clock_nets.png
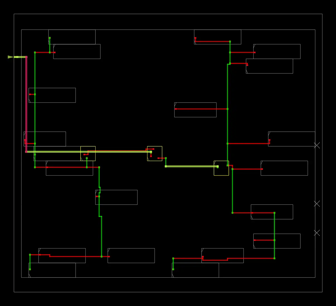
sizing.png
(6 px per um)
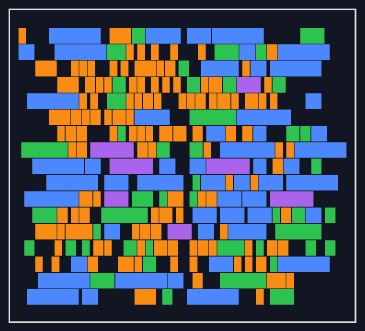
layers.png
(8 px per um)
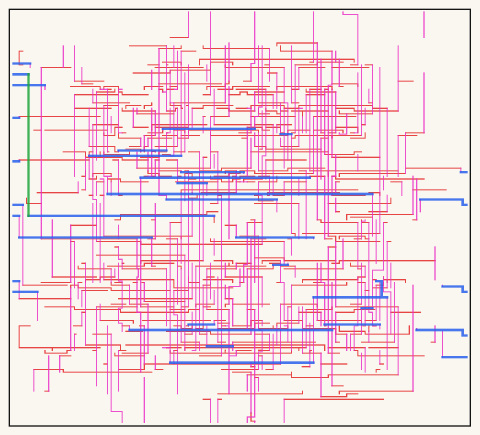
floorplan.png
(6 px per um) Pins as bars on the die edge. Tap cells in gray.
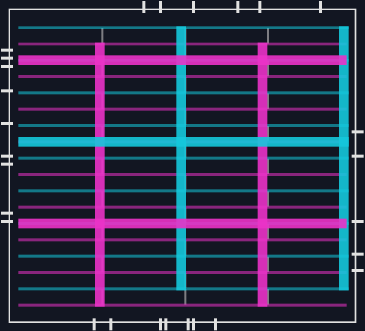
util_map.png
(6 px per um) 11 x 10 tiles, from white (low) to dark blue (high), 0 to 100% covered.
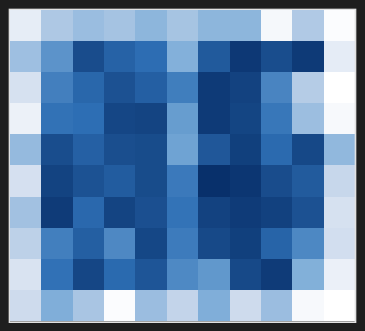
==> config.mk <==
export PLATFORM = sky130hd
export DESIGN_NAME = vga_timing_gen
export DESIGN_NICKNAME = d
export VERILOG_FILES = /design/src/rtl/vga_timing_gen.sv
export SDC_FILE = /design/constraint.sdc
export NUM_CORES = 1
export LEC_CHECK = 0
export ABC_AREA = 1
export ABC_CLOCK_PERIOD_IN_PS = 1300
export CORE_ASPECT_RATIO = 0.9
export CORE_MARGIN = 1
export CORE_UTILIZATION = 45
export CTS_CLUSTER_SIZE = 14
export DETAILED_ROUTE_END_ITERATION = 12
export GPL_TIMING_DRIVEN = 0
export PLACE_DENSITY_LB_ADDON = 0.12
export SLEW_MARGIN = 20
export SYNTH_ARGS = -nofsm -noshare
export SYNTH_HDL_FRONTEND = slang
export SYNTH_SLANG_ARGS = --single-unit
==> constraint.sdc <==
create_clock -name clk -period 1.3 [get_ports clk]
set_input_delay 0.26 -clock clk [delete_from_list [all_inputs] [get_ports clk]]
set_output_delay 0.26 -clock clk [all_outputs]
set_load 0.02 [all_outputs]
==> results_slide.txt <==
Physical Implementation Snapshot

Outcome
  • Outcome: finished, violations left
  • Failing checks: design-rule violations, negative setup slack

Routing
  • Routed Antenna Nets: 0
  • # DRC: 3
  • Routed WL per cell: 13.4 um

Power and ir drop
  • Sequential share of power: 57.9%
  • Switching Fraction: between 20% and 30%
  • Psw: 276 uW
  • Leak Pwr: 0.795 nW
  • Clk network pwr share: 28.0%

Worst setup path
  • Critical-path cell list: inv_4, ha_4, nand3_2, nor2_2, nand2_2, nor3_4, buf_6
  • Worst Reg-to-Reg Cells: 9
  • Critical Path Max Stage Delay: 0.37 ns
  • CP Capture Type: output port
  • Worst Path Required: 1.04 ns
  • Crit path buf inv count: 2
  • Worst-path fanout max: 3

Timing
  • Final Cycle Share: 130%
  • Fin. max-slew vios: 0
  • PnR worst setup slack: -0.388 ns
  • Final setup violation count: 23
  • Final hold vios: 0

Hold path
  • Min-Delay Path Depth: 2

Cells and area
  • Number of diodes: 0
  • Seq. cell area: 463 sq um
  • Top cell excl fill/tap: nand2_1
  • Most frequent cells in the layout: 35 x nand2_1, 19 x nor2_1, 16 x inv_1
  • Final nets: 232

Clocking
  • CTS sink count: 20
  • Maximum level of the CTS H-tree: 1

Synthesis
  • Yosys chip area: 0.00124 sq mm
  • Synth area leader: dfxtp_1
  • Post-synth ARST share: 0%
  • Top cells by area: dfxtp_1 32%, nand2_1 12%, inv_1 7.5%
  • Synthesized netlist cell count: 182
  • Syn_nets: 188
  • Cell variety after synth: 27

Run
  • Tool warning count: 30
  • Max Cap Violations: 0

Floorplan
  • Placement Rows: 17
  • Die area: 0.00298 sq mm

Placement
  • GP Congestion: between 0.8 and 0.9
  • Pre-CTS WS: -0.556 ns
  • Port buffer count: 25
  • Dpl hpwl: between 2000 and 2500 um

Global routing
  • Total track usage: roughly 24%
  • Number of global-route vias before repair: 1174
Back to the opening pictures, clock_nets.png:
clkbuf count: 3
TritonCTS buffer count: 3
Final Skew: 0.0147 ns

Back to the opening pictures, sizing.png:
Key: orange = x1 and smaller [cells 120]; blue = x3 and x4 [cells 52]; purple = x6 and larger [cells 7]; green = x2 [cells 45]
post-route cell area: 0.00186 sq mm
number of non-clock buffers: 39
PnR worst setup slack: -0.388 ns
area delta synth->final: 49.1%

Back to the opening pictures, layers.png:
Key: blue = M3 [wire length 267 um]; green = M4 [wire length 17.7 um]; red = M1 [wire length 1500 um]; magenta = M2 [wire length 1580 um]
vias: 1349
Routed WL: 3370 um

Back to the opening pictures, floorplan.png:
Key: magenta = VSS; cyan = VDD
4 straps on met4. 18 met1 rails follow the rows.
Die Y: 51.9 um
Die X: 57.4 um
worst vdd ir: 0.692 mV

Back to the opening pictures, util_map.png:
46% of the tiles are over 75% full. The fullest tile reaches 100%. The densest ninth of the die: middle. 3.6% of the tiles are nearly empty. The mean over all tiles is 61%.
fp util: 49.2%
core area: 0.00253 sq mm
post-layout util: 73.4%

==> per-layer routing <==
metal  vias up  part of all wire [%]  track usage (%)
li1        676                     -                -
met1       615                    45             35.6
met2        56                    47             37.2
met3         2                   7.9             5.72
met4         0                  0.50             4.07
met5         -                     0                0
==> area by class of cell <==
cell class	count	area share, %
multi-input cells	133	47.9
flip-flops and latches	20	24.9
repair buffers	38	17.3
inverters	29	6.40
well taps	28	1.89
clock buffers	3	1.21
plain buffers	1	0.404
==> metrics by stage <==
stage	setup TNS, ns	utilization (%)	cells	total power, mW
6_report	-3.08	73.4	252	1.04
5_1_grt	-4.42	73.4	252	1.10
4_1_cts	-1.98	72.2	249	1.05
3_5_place_dp	-2.90	63.8	235	0.763
3_3_place_gp	-2.65	63.8	235	0.760
2_1_floorplan	0	-	182	0.721
==> cell families after synthesis <==
group	share of synthesized area, %
buf+inv	9.75
simple gates	46.4
compound gates	6.63
fa+ha+maj	4.02
other cells	0.301
flops	32.2
xor+xnor	0.704
==> synth_stat cells (all sizes together) (2+ instances only) <==
cell / count
dfxtp: 20
ha: 4
a21oi: 9
nand4: 9
nand2: 45
nor3: 5
nor3b: 2
nand3: 16
o21ai: 6
nor2: 32
inv: 28
==> worst min-delay path, delay by kind of cell, from the launching register on <==
kind	cells	cell delay, ns
simple gates	1	0.07
flops	1	0.36
compound gates	1	0.05
==> power groups by stage <==
| stage | logic, mW | registers, mW | clock network, mW |
|---|---|---|---|
| 2_1_floorplan | 0.0675 | 0.653 | 0 |
| 3_3_place_gp | 0.115 | 0.645 | 0 |
| 3_5_place_dp | 0.117 | 0.646 | 0 |
| 4_1_cts | 0.143 | 0.609 | 0.303 |
| 5_1_grt | 0.158 | 0.605 | 0.338 |
| 6_report | 0.147 | 0.603 | 0.292 |
==> what timing repair did <==
item                                    CTS  global route
gates resized                           107            24
cloned                                    0             1
endpoints found under the setup margin   34            40
buffers inserted                         12             2
pin swaps                                10             1
Power and IR drop assume default switching activity.
